Routed metal, one color a layer:
The bar under the picture is 20 um long.
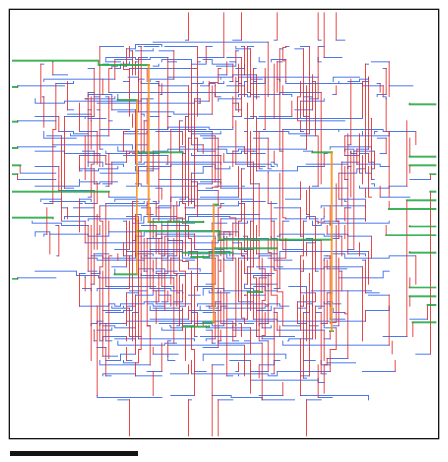
Nets reached from selected ports:
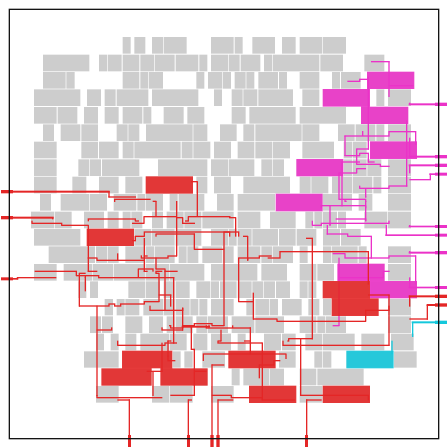
Clock network drawn from the DEF:
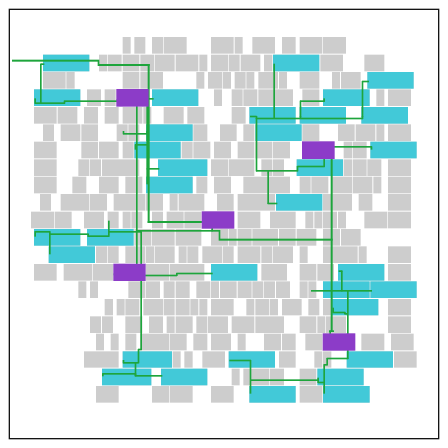
[config.mk]
export PLATFORM = sky130hd
export DESIGN_NAME = vga_timing_flat
export DESIGN_NICKNAME = d
export VERILOG_FILES = /design/src/rtl/vga_pkg.sv /design/src/rtl/vga_timing_if.sv /design/src/rtl/vga_axis_counter.sv /design/src/rtl/vga_timing.sv /design/src/flat_wrapper.sv
export SDC_FILE = /design/constraint.sdc
export NUM_CORES = 1
export LEC_CHECK = 0
export CAP_MARGIN = 40
export CORE_MARGIN = 3
export CORE_UTILIZATION = 48
export CTS_BUF_LIST = sky130_fd_sc_hd__clkbuf_8
export DETAILED_ROUTE_END_ITERATION = 6
export HOLD_SLACK_MARGIN = 0.08
export PLACE_DENSITY = 0.78
export SLEW_MARGIN = 0
export SYNTH_ARGS = -nofsm -noshare
export SYNTH_HDL_FRONTEND = slang
export SYNTH_SLANG_ARGS = --single-unit
export TNS_END_PERCENT = 100
[constraint.sdc]
create_clock -name vga_clk -period 2.2 [get_ports vga_clk]
set_input_delay 0.44 -clock vga_clk [delete_from_list [all_inputs] [get_ports vga_clk]]
set_output_delay 0.44 -clock vga_clk [all_outputs]
set_load 0.02 [all_outputs]
[src/rtl/vga_pkg.sv]
// Shared VGA timing constants, widths and sync bundle for the
// timing generator and all draw layers.
package vga_pkg;

    localparam int H_VISIBLE = 800;
    localparam int H_FP      = 56;
    localparam int H_SYNC    = 120;
    localparam int H_BP      = 64;
    localparam int H_TOTAL   = H_VISIBLE + H_FP + H_SYNC + H_BP;

    localparam int V_VISIBLE = 600;
    localparam int V_FP      = 37;
    localparam int V_SYNC    = 6;
    localparam int V_BP      = 23;
    localparam int V_TOTAL   = V_VISIBLE + V_FP + V_SYNC + V_BP;

    localparam int X_W  = 11;
    localparam int Y_W  = 10;
    localparam int FC_W = 8;

    typedef struct packed {
        logic hsync;
        logic vsync;
        logic blank;
        logic frame_start;
    } vga_sync_t;

    function automatic vga_sync_t sync_idle(input logic pol);
        vga_sync_t s;
        s.hsync       = ~pol;
        s.vsync       = ~pol;
        s.blank       = 1'b1;
        s.frame_start = 1'b0;
        return s;
    endfunction

endpackage

[src/rtl/vga_timing_if.sv]
// Raster position and sync bundle produced by vga_timing and
// consumed by the draw layers and the connector.
interface vga_timing_if;
    import vga_pkg::*;

    logic [X_W-1:0]  x;
    logic [Y_W-1:0]  y;
    logic            hsync;
    logic            vsync;
    logic            blank;
    logic            frame_start;
    logic [FC_W-1:0] frame_cnt;

    modport master (
        output x, y, hsync, vsync, blank, frame_start, frame_cnt
    );

    modport slave (
        input x, y, hsync, vsync, blank, frame_start, frame_cnt
    );

endinterface

[src/rtl/vga_axis_counter.sv]
// One raster axis: wrapping counter plus sync/visible decode of the
// value it will hold after the coming edge.
module vga_axis_counter #(
    parameter int VISIBLE = 800,
    parameter int FP      = 56,
    parameter int SYNC    = 120,
    parameter int BP      = 64,
    parameter int W       = 11
) (
    input  logic         i_clk,
    input  logic         i_rst,
    input  logic         i_en,
    output logic [W-1:0] o_cnt,
    output logic         o_wrap,
    output logic         o_sync_nxt,
    output logic         o_vis_nxt
);

    localparam int TOTAL = VISIBLE + FP + SYNC + BP;
    localparam logic [W-1:0] L_LAST     = W'(TOTAL - 1);
    localparam logic [W-1:0] L_SYNC_ON  = W'(VISIBLE + FP);
    localparam logic [W-1:0] L_SYNC_OFF = W'(VISIBLE + FP + SYNC);
    localparam logic [W-1:0] L_VIS      = W'(VISIBLE);

    logic [W-1:0] r_cnt;
    logic [W-1:0] w_nxt;
    logic         w_last;

    assign w_last = (r_cnt == L_LAST);
    assign o_wrap = i_en & w_last;

    always_comb begin
        w_nxt = r_cnt;
        if (i_en) begin
            w_nxt = w_last ? '0 : r_cnt + 1'b1;
        end
    end

    always_ff @(posedge i_clk) begin
        if (i_rst) begin
            r_cnt <= '0;
        end else begin
            r_cnt <= w_nxt;
        end
    end

    // Decoding the next value lets registered flags line up with o_cnt.
    assign o_cnt      = r_cnt;
    assign o_sync_nxt = (w_nxt >= L_SYNC_ON) && (w_nxt < L_SYNC_OFF);
    assign o_vis_nxt  = (w_nxt < L_VIS);

endmodule

[src/rtl/vga_timing.sv]
// VGA raster timing generator. Define VGA_SYNC_ALIGN_EN to delay
// hsync/vsync/blank/frame_start one cycle behind x/y.
module vga_timing #(
    parameter int   H_VISIBLE = vga_pkg::H_VISIBLE,
    parameter int   H_FP      = vga_pkg::H_FP,
    parameter int   H_SYNC    = vga_pkg::H_SYNC,
    parameter int   H_BP      = vga_pkg::H_BP,
    parameter int   V_VISIBLE = vga_pkg::V_VISIBLE,
    parameter int   V_FP      = vga_pkg::V_FP,
    parameter int   V_SYNC    = vga_pkg::V_SYNC,
    parameter int   V_BP      = vga_pkg::V_BP,
    parameter logic SYNC_POL  = 1'b1
) (
    input  logic          vga_clk,
    input  logic          rst,
    vga_timing_if.master  vif
);
    import vga_pkg::*;

    logic [X_W-1:0]  w_x;
    logic [Y_W-1:0]  w_y;
    logic            w_h_wrap;
    logic            w_v_wrap;
    logic            w_h_sync;
    logic            w_v_sync;
    logic            w_h_vis;
    logic            w_v_vis;
    vga_sync_t       w_sync_nxt;
    vga_sync_t       r_sync;
    vga_sync_t       w_sync_out;
    logic [FC_W-1:0] r_frame_cnt;

    vga_axis_counter #(
        .VISIBLE (H_VISIBLE),
        .FP      (H_FP),
        .SYNC    (H_SYNC),
        .BP      (H_BP),
        .W       (X_W)
    ) u_h_axis (
        .i_clk      (vga_clk),
        .i_rst      (rst),
        .i_en       (1'b1),
        .o_cnt      (w_x),
        .o_wrap     (w_h_wrap),
        .o_sync_nxt (w_h_sync),
        .o_vis_nxt  (w_h_vis)
    );

    vga_axis_counter #(
        .VISIBLE (V_VISIBLE),
        .FP      (V_FP),
        .SYNC    (V_SYNC),
        .BP      (V_BP),
        .W       (Y_W)
    ) u_v_axis (
        .i_clk      (vga_clk),
        .i_rst      (rst),
        .i_en       (w_h_wrap),
        .o_cnt      (w_y),
        .o_wrap     (w_v_wrap),
        .o_sync_nxt (w_v_sync),
        .o_vis_nxt  (w_v_vis)
    );

    always_comb begin
        w_sync_nxt.hsync       = w_h_sync ? SYNC_POL : ~SYNC_POL;
        w_sync_nxt.vsync       = w_v_sync ? SYNC_POL : ~SYNC_POL;
        w_sync_nxt.blank       = ~(w_h_vis & w_v_vis);
        // Only a wrap reaches (0,0) here, never the reset-held origin.
        w_sync_nxt.frame_start = w_v_wrap;
    end

    always_ff @(posedge vga_clk) begin
        if (rst) begin
            r_sync      <= sync_idle(SYNC_POL);
            r_frame_cnt <= '0;
        end else begin
            r_sync <= w_sync_nxt;
            if (w_v_wrap) begin
                r_frame_cnt <= r_frame_cnt + 1'b1;
            end
        end
    end

`ifdef VGA_SYNC_ALIGN_EN
    vga_sync_t r_sync_d;

    always_ff @(posedge vga_clk) begin
        if (rst) begin
            r_sync_d <= sync_idle(SYNC_POL);
        end else begin
            r_sync_d <= r_sync;
        end
    end

    assign w_sync_out = r_sync_d;
`else
    assign w_sync_out = r_sync;
`endif

    assign vif.x           = w_x;
    assign vif.y           = w_y;
    assign vif.hsync       = w_sync_out.hsync;
    assign vif.vsync       = w_sync_out.vsync;
    assign vif.blank       = w_sync_out.blank;
    assign vif.frame_start = w_sync_out.frame_start;
    assign vif.frame_cnt   = r_frame_cnt;

endmodule
[src/flat_wrapper.sv]
// flat-port wrapper written by rule: the top's interface ports become plain ports
module vga_timing_flat import vga_pkg::*;
#(
    parameter int   H_VISIBLE = vga_pkg::H_VISIBLE,
    parameter int   H_FP      = vga_pkg::H_FP,
    parameter int   H_SYNC    = vga_pkg::H_SYNC,
    parameter int   H_BP      = vga_pkg::H_BP,
    parameter int   V_VISIBLE = vga_pkg::V_VISIBLE,
    parameter int   V_FP      = vga_pkg::V_FP,
    parameter int   V_SYNC    = vga_pkg::V_SYNC,
    parameter int   V_BP      = vga_pkg::V_BP,
    parameter logic SYNC_POL  = 1'b1
)
  (vga_clk, rst, vif_x, vif_y, vif_hsync, vif_vsync, vif_blank, vif_frame_start, vif_frame_cnt);
  vga_timing_if vif_i ();
  input  logic vga_clk;
  input  logic rst;
  output wire logic [$bits(vif_i.x)-1:0] vif_x;
  output wire logic [$bits(vif_i.y)-1:0] vif_y;
  output wire logic [$bits(vif_i.hsync)-1:0] vif_hsync;
  output wire logic [$bits(vif_i.vsync)-1:0] vif_vsync;
  output wire logic [$bits(vif_i.blank)-1:0] vif_blank;
  output wire logic [$bits(vif_i.frame_start)-1:0] vif_frame_start;
  output wire logic [$bits(vif_i.frame_cnt)-1:0] vif_frame_cnt;
  assign vif_x = vif_i.x;
  assign vif_y = vif_i.y;
  assign vif_hsync = vif_i.hsync;
  assign vif_vsync = vif_i.vsync;
  assign vif_blank = vif_i.blank;
  assign vif_frame_start = vif_i.frame_start;
  assign vif_frame_cnt = vif_i.frame_cnt;
  vga_timing #(.H_VISIBLE(H_VISIBLE), .H_FP(H_FP), .H_SYNC(H_SYNC), .H_BP(H_BP), .V_VISIBLE(V_VISIBLE), .V_FP(V_FP), .V_SYNC(V_SYNC), .V_BP(V_BP), .SYNC_POL(SYNC_POL)) u_core (.vga_clk(vga_clk), .rst(rst), .vif(vif_i));
endmodule
==> job_summary.md <==
### Flow metrics

| Metric | Value |
|---|---|
| Gpl congestion | 0.929 |
| Combinational share of power | 0.042 |
| Hold Path Cell Cnt | 2 |
| Most numerous cell in the Yosys netlist | dfxtp_1 |
| Failing checks | negative setup slack |
| # IOs | 35 |
| Worst vdd ir | 0.344 mV |
| Largest net degree at the start of global routing | 16 |
| Number of DRC markers in iteration 0 | 77 |
| Crit path DRT | 2430 ps |
| Gr ovfl total | 0 |
| Met3 GRT Util | 0.0556 |
| R2r worst-path depth | 7 |
| Via-to-Cell Ratio | 5.49 |
| Clk_skew | 6.07 ps |
| RSZ-0062 raised after global routing | true |
| DP Area | 2390 um2 |
| Inst Count DP | 321 |
| Port-buffer cells | 34 |
| Tightest Hold Check Type | reg -> reg |
| Crit path cell chain | or4_4 > buf_4 > nor3_1 > nand3_1 > xnor2_1 > nand4_1 > a21oi_2 |
| Finish-stage setup viols | 5 |
| Setup TNS | -196 ps |
| Power in the clock group | 0.000432 W |
| Hold Path Sink | u_core.vif.frame_cnt[7] |
| Area leader share | 0.373 |
| Vias in the first global route | 1699 |
| Internal power | 0.000838 W |
| Nets | 291 |
| Tapcells | 46 |
| Max Used Layer | met4 |
| Net switching fraction of the power | 0.228 |
| Post-synth EDFFs | 0 |
| Final worst slack | -79.1 ps |
| Slowest stage delay, CP | 530 ps |
| Ys async rst share | 0 |
| Worst EP arrival | 2510 ps |
| Adder share | 0.0283 |
| R2R Path End | u_core.vif.vsync |
| Reg power frac | 0.560 |
| Post-route clock period utilization | 1.04 |
| Combinational gate area | 1110 um2 |
| Yosys warns | 0 |
| Die area | 4450 um2 |
| Synthesized Nets | 226 |
| CP max FO | 4 |
| Comb. pwr | 0.0000455 W |
| Die span in y | 66.7 um |
| Synth Area in Compound Gates | 0.0982 |
| Synth Cell Area | 1770 um2 |
| ANT cells | 0 |
| Clock root cell | clkbuf_8 |
| Initial DRT Pass Iterations | 4 |
| FP Core Util | 0.514 |
| Rel. slew slack | 0.703 |
| Fill count | 258 |
| Mean post-synth cell area | 8.05 um2 |
| Leading cell kind | multi-input combinational cells |
| Clock Power Share | 0.398 |
| Clk pin slew, worst setup/hold paths | 70 ps |
| Inverters | 2 |
| Number of OpenROAD warnings | 30 |
| CP bufs+invs | 1 |
| Total power draw | 0.00109 W |
| HP Start | u_core.vif.frame_cnt[7] |
| Area reported by Yosys stat | 1770 um2 |
| Global Route met2 Usage | 0.361 |
| Post-synth top cells | dfxtp_1, nor2_1, nand2_1 |
| Synth Instances | 220 |
| Layout area overhead | 45.1% |
| Status | complete, but fails checks |
| WHS | 521 ps |
| CTS Buf Count | 5 |
| Initial antenna violation count | 0 |
| Seq share, synth | 0.373 |
| Reg2reg start | u_core.u_h_axis.o_cnt[4] |
| Metal2 WL | 2.27 mm |
| First-pass GRT wire length | 7.45 mm |
| Layout cells sized above 1 | 0.248 |
Notes on 'routed metal, one color a layer' above:
M1 -> blue  # wire length 2140 um
M2 -> red  # wire length 2270 um
M3 -> green  # wire length 187 um
M4 -> orange  # wire length 97.9 um
via count: 1823
WL per Instance: 14.2 um
GRT Total Usage: 0.225
final wirelength: 4.70 mm

Notes on 'nets reached from selected ports' above:
vif_frame_start -> cyan  # direction output, end cells 1, buffers 1, wire 7.80 um
vif_frame_cnt -> magenta  # direction output, end cells 8, buffers 8, wire 231 um
vif_y -> red  # direction output, end cells 10, buffers 15, wire 610 um

Notes on 'clock network drawn from the DEF' above:
flip-flops -> cyan  # count 33
clock-net drivers -> purple  # count 5
clock wires -> green  # length 411 um
flops lie = spread over the die
routed clock nets = 6

-- per-stage QoR --
stage	worst slack, ps	utilization
after global routing	-190	0.746
after global placement	-80.4	0.695
after floorplan	-211	-
after CTS	-46.6	0.733
final	-79.1	0.746
after detailed placement	-124	0.695
-- worst register-to-register path, stage by stage, from the launching register on --
cell     delay [ps]
dfxtp_2         320
or4_4           530
buf_4           150
nor3_1          320
nand3_1         150
xnor2_1         400
nand4_1         210
a21oi_2         140
-- kinds of logic after synthesis --
family | after synthesis
AND-OR/OR-AND | 28
XOR/XNOR | 20
adder cells (fa/ha/maj) | 4
buffers and inverters | 16
flip-flops | 33
multiplexers | 1
AND/OR/NAND/NOR | 118
-- what timing repair did --
item                                    in CTS  in global routing
endpoints found under the setup margin       7                  9
pin swaps                                    6                  6
buffers inserted                             2                  1
gates resized                                7                 10
No activity file was given, so power comes from the tool's default toggle rates.
